File: config.mk
export PLATFORM = sky130hd
export DESIGN_NAME = ring_output_arbiter
export DESIGN_NICKNAME = d
export VERILOG_FILES = /design/src/rtl/ring_output_arbiter.sv
export SDC_FILE = /design/constraint.sdc
export NUM_CORES = 1
export LEC_CHECK = 0
export CAP_MARGIN = 20
export CORE_UTILIZATION = 37
export DETAILED_ROUTE_END_ITERATION = 10
export PLACE_DENSITY_LB_ADDON = 0.2
export SLEW_MARGIN = 20
export SYNTH_ARGS = -nofsm -noshare
export SYNTH_HDL_FRONTEND = slang
export SYNTH_SLANG_ARGS = --single-unit
export TNS_END_PERCENT = 20
File: constraint.sdc
create_clock -name clk -period 1.7 [get_ports clk]
set_input_delay 0.17 -clock clk [delete_from_list [all_inputs] [get_ports clk]]
set_output_delay 0.17 -clock clk [all_outputs]
set_load 0.01 [all_outputs]
File: src/rtl/ring_output_arbiter.sv
// Ring output-link arbiter: picks the ring or PE depth-1 buffer, reads it, and sends on one link.
// Define ARB_ROUND_ROBIN_EN for round-robin under contention; otherwise the ring has fixed priority.
module ring_output_arbiter #(
  parameter int unsigned WIDTH = 64
) (
  input  logic             clk,
  input  logic             reset,
  input  logic             ring_full,
  output logic             ring_rd_en,
  input  logic [WIDTH-1:0] ring_data_in,
  input  logic             pe_full,
  output logic             pe_rd_en,
  input  logic [WIDTH-1:0] pe_data_in,
  output logic             so,
  input  logic             ro,
  output logic [WIDTH-1:0] data_out,
  output logic             grant_pe
);

  typedef enum logic [1:0] {StIdle, StFetch, StLoad, StSend} state_e;

  state_e           state_q, state_d;
  logic             grant_q, grant_d;
  logic             last_pe_q, last_pe_d;
  logic             so_q, so_d;
  logic [WIDTH-1:0] data_q, data_d;
  logic             winner_pe;

`ifdef ARB_ROUND_ROBIN_EN
  // Under contention the side not served last wins.
  assign winner_pe = pe_full & (~ring_full | ~last_pe_q);
`else
  assign winner_pe = pe_full & ~ring_full;
`endif

  always_ff @(posedge clk or negedge reset) begin
    if (!reset) begin
      state_q   <= StIdle;
      grant_q   <= 1'b0;
      last_pe_q <= 1'b1;
      so_q      <= 1'b0;
      data_q    <= '0;
    end else begin
      state_q   <= state_d;
      grant_q   <= grant_d;
      last_pe_q <= last_pe_d;
      so_q      <= so_d;
      data_q    <= data_d;
    end
  end

  always_comb begin
    state_d   = state_q;
    grant_d   = grant_q;
    last_pe_d = last_pe_q;
    so_d      = so_q;
    data_d    = data_q;
    unique case (state_q)
      StIdle: begin
        if (ring_full | pe_full) begin
          grant_d = winner_pe;
          state_d = StFetch;
        end
      end
      StFetch: state_d = StLoad;
      StLoad: begin
        // Buffer read data is registered, so it is valid one cycle after the read enable.
        data_d    = grant_q ? pe_data_in : ring_data_in;
        so_d      = 1'b1;
        last_pe_d = grant_q;
        state_d   = StSend;
      end
      StSend: begin
        if (so_q & ro) begin
          so_d    = 1'b0;
          state_d = StIdle;
        end
      end
      default: state_d = StIdle;
    endcase
  end

  always_comb begin
    ring_rd_en = 1'b0;
    pe_rd_en   = 1'b0;
    if (state_q == StFetch) begin
      ring_rd_en = ~grant_q;
      pe_rd_en   = grant_q;
    end
  end

  assign so       = so_q;
  assign data_out = data_q;
  assign grant_pe = grant_q;

endmodule

zoom.png
Window x 59 to 84, y 11 to 36 µm. Cells in grey, sequential cells in the stronger grey; small squares are vias.
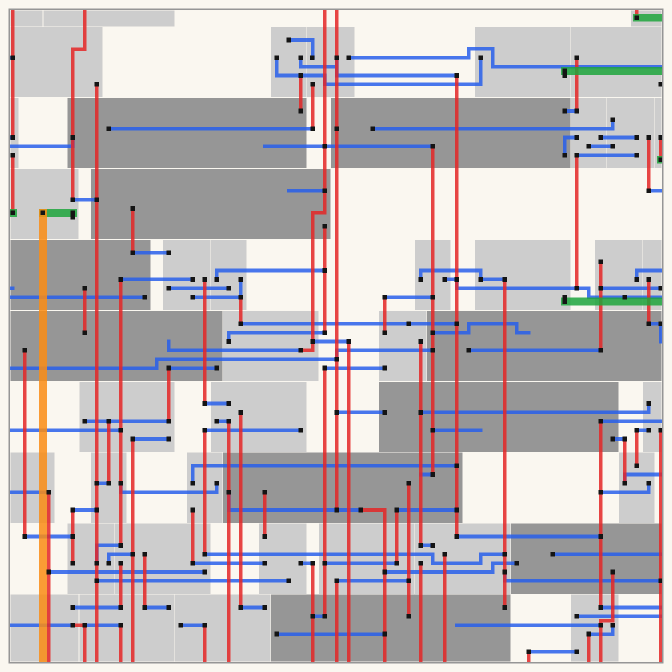
[orange] met4
[green] met3
[red] met2
[blue] met1
sequential cells in the window: 10
most frequent: clkdlybuf4s50_1 (11), dfrtp_1 (10)
netlist names of flops here include: data_out (10)
cells with their middle in the window: 40

met4.png
Cells faint in the background.
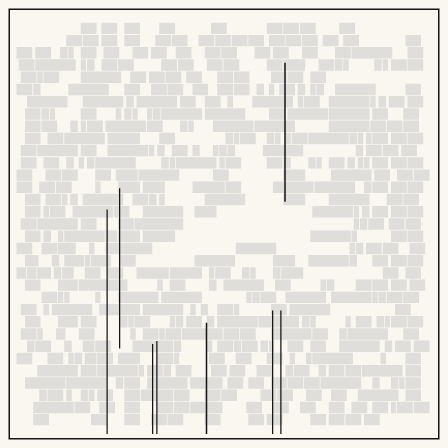
share of all routed wire: 2.8%
nets with wire on the layer: 7
main direction: vertical
longest straight run: 49.6 µm
wire length on this layer: 235 µm
drt total wl: 8.42 mm
Via Count: 2863

final_congestion.png
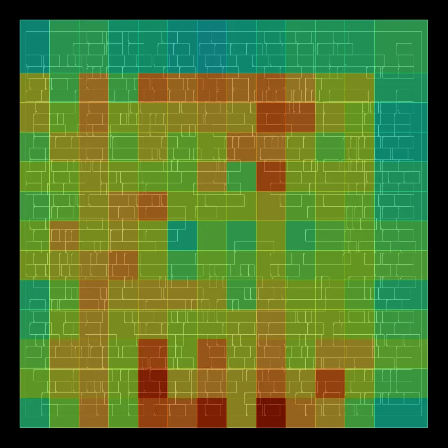
GR Util met2: 32.8%
GRT Total Usage: 18.7%
final core occ: 66.4%
met3 Usage GRT: 4.07%

pdn.png
Bar = 20 µm. Pins as bars on the die edge. Tap cells in grey.
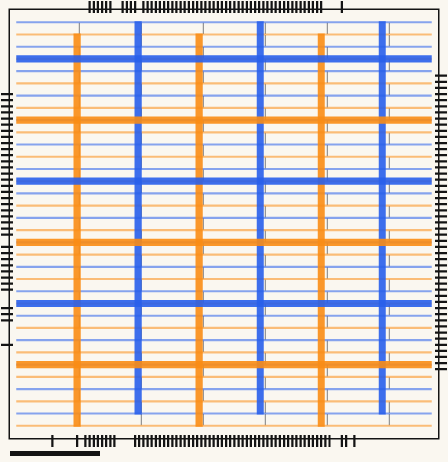
[orange] VSS
[blue] VDD
met5 straps: 6
tap cells: 105
rows: 33
core area: 8300 µm²
Peak VDD IR: 956 µV
die span in y: 95.2 µm
chip width: 95.2 µm

metal_stack.png
Only two layers are drawn.
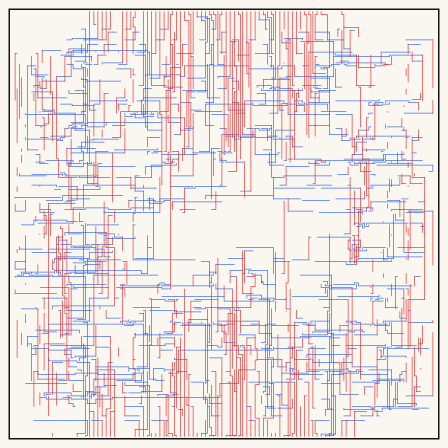
[blue] met1 | wire length: 3160 µm
[red] met2 | wire length: 4350 µm
wire per inst: 13.8 µm

==> GITHUB_STEP_SUMMARY <==
## Implementation flow summary

| Metric | Value |
|---|---|
| Outcome | `completed` |
| Mean area per synthesized cell | `around 11 µm²` |
| Tightest Pin Transition | `between 400 and 500 ps` |
| CTS buffer count | `9` |
| Final setup viols | `0` |
| Fin Clk Skew | `between 6 and 7 ps` |
| Clock transition at path regs | `~70 ps` |
| First-pass GRT wire length | `12.8 mm` |
| FF-to-FF setup slack | `150 ps` |
| Worst Path Arrival | `1400 ps` |
| Largest register FFs | `approximately 64` |
| Signal buf overhead | `between 30% and 40%` |
| Initial DRT Pass Iterations | `4` |
| Drt initial violations | `67` |
| Largest stage delay, worst path | `~380 ps` |
| Count leader, synth | `dfrtp_1` |
| CTS Sinks | `around 68` |
| Clk tree area frac | `under 10%` |
| Top cells excl fill/tap | `clkdlybuf4s50_1, nor2_1, dfrtp_1` |
| Detailed Place HPWL | `approximately 6.7 mm` |
| CTS Buffer Depth | `2` |
| Simple share | `about 8.3%` |
| Area fraction in compound gates | `10.7%` |
| Pint | `6000 µW` |
| Synth area leaders | `dfrtp_1, mux2i_1, a21oi_1, nor2_1, ha_1` |
| # hold bufs at CTS | `1` |
| CP max stage cell | `dfrtp_1` |
| TritonCTS clock tree | `yes` |
| Critical Path Fanout Max | `3` |
| Comb/total area | `24.5%` |
| End of the critical path | `ring_rd_en` |
| DP Area | `roughly 5300 µm²` |
| Post-Syn Area | `about 3200 µm²` |
| Well tap count | `between 100 and 150` |
| Flop area | `between 1500 and 2000 µm²` |
| Minimum clock period | `between 1500 and 2000 ps` |
| Vias in the first global route | `roughly 2700` |
| Clk pwr share | `between 10% and 20%` |
| Sw Pwr | `between 3000 and 4000 µW` |
| Layout Nets | `about 640` |
| Clk Latency, worst-skew pair | `around 330 ps` |
| Leading cell kind | `non-clock buffers` |
| RSZ-0062 raised after global routing | `no` |
| Inverter count | `3` |
| Crit-path cells | `inv_1 > ha_1 > nor2b_1 > dlygate4sd2_1` |
| Setup CP Type | `reg2out` |
| Root buffer cell | `clkbuf_8` |
| Adder-cell share of the synthesized area | `1.95%` |
| Cells after synthesis | `302` |
| Fmax achieved | `638 MHz` |
| Setup TNS | `0 ps` |
| Clk pwr | `1300 µW` |
| Non-CTS buffers | `around 210` |
| Synth cell count leaders | `dfrtp_1, nor2_1, a21oi_1` |
| Mux frac, synth | `between 20% and 30%` |
| Yosys synthesis chip area | `3210 µm²` |
| Chip Footprint | `approximately 9000 µm²` |
| Final instance area | `5510 µm²` |
| Final hold violation count | `0` |
| Leak | `between 0.002 and 0.0025 µW` |
| CP required | `roughly 1500 ps` |
| Main flop type | `dfrtp_1` |
| Ys flops | `68` |
| Cell Type Count | `17` |
| Commonest Layout Cell | `clkdlybuf4s50_1` |
| Number of logic gates | `209` |
| Switching Share | `a little over a third` |
| Comb. pwr | `a little over 5000 µW` |
| Starting Density | `between 30% and 40%` |
| Top non-seq family | `multiplexers` |
| Reg2Reg Launch Point | `state_q[0]` |
| Max-Slew Margin vs Limit | `between 70% and 80%` |
==> worst max-delay path, delay by kind of cell, from the launching register on <==
kind                     cells  cell delay (ps)
flip-flops                   1              380
AND/OR/NAND/NOR              1              130
adder cells (fa/ha/maj)      1              190
buffers and inverters        2              380
==> logic make-up (layout without fill, tap and decap cells) <==
group / count (synthesis) / count (layout)
compound gates: 68 / 68
fa+ha+maj: 5 / 5
mux: 66 / 66
buf+inv: 25 / 226
simple gates: 70 / 70
flops: 68 / 68
==> per-layer routing <==
metal / vias to the layer above / global-route usage (%) / routed length, µm
met5: - / 0 / 0
met4: 0 / 9.72 / 234
met1: 1298 / 21.3 / 3160
li1: 1439 / - / -
met3: 17 / 4.07 / 677
met2: 109 / 32.8 / 4350
No activity file was given, so power comes from the tool's default toggle rates.
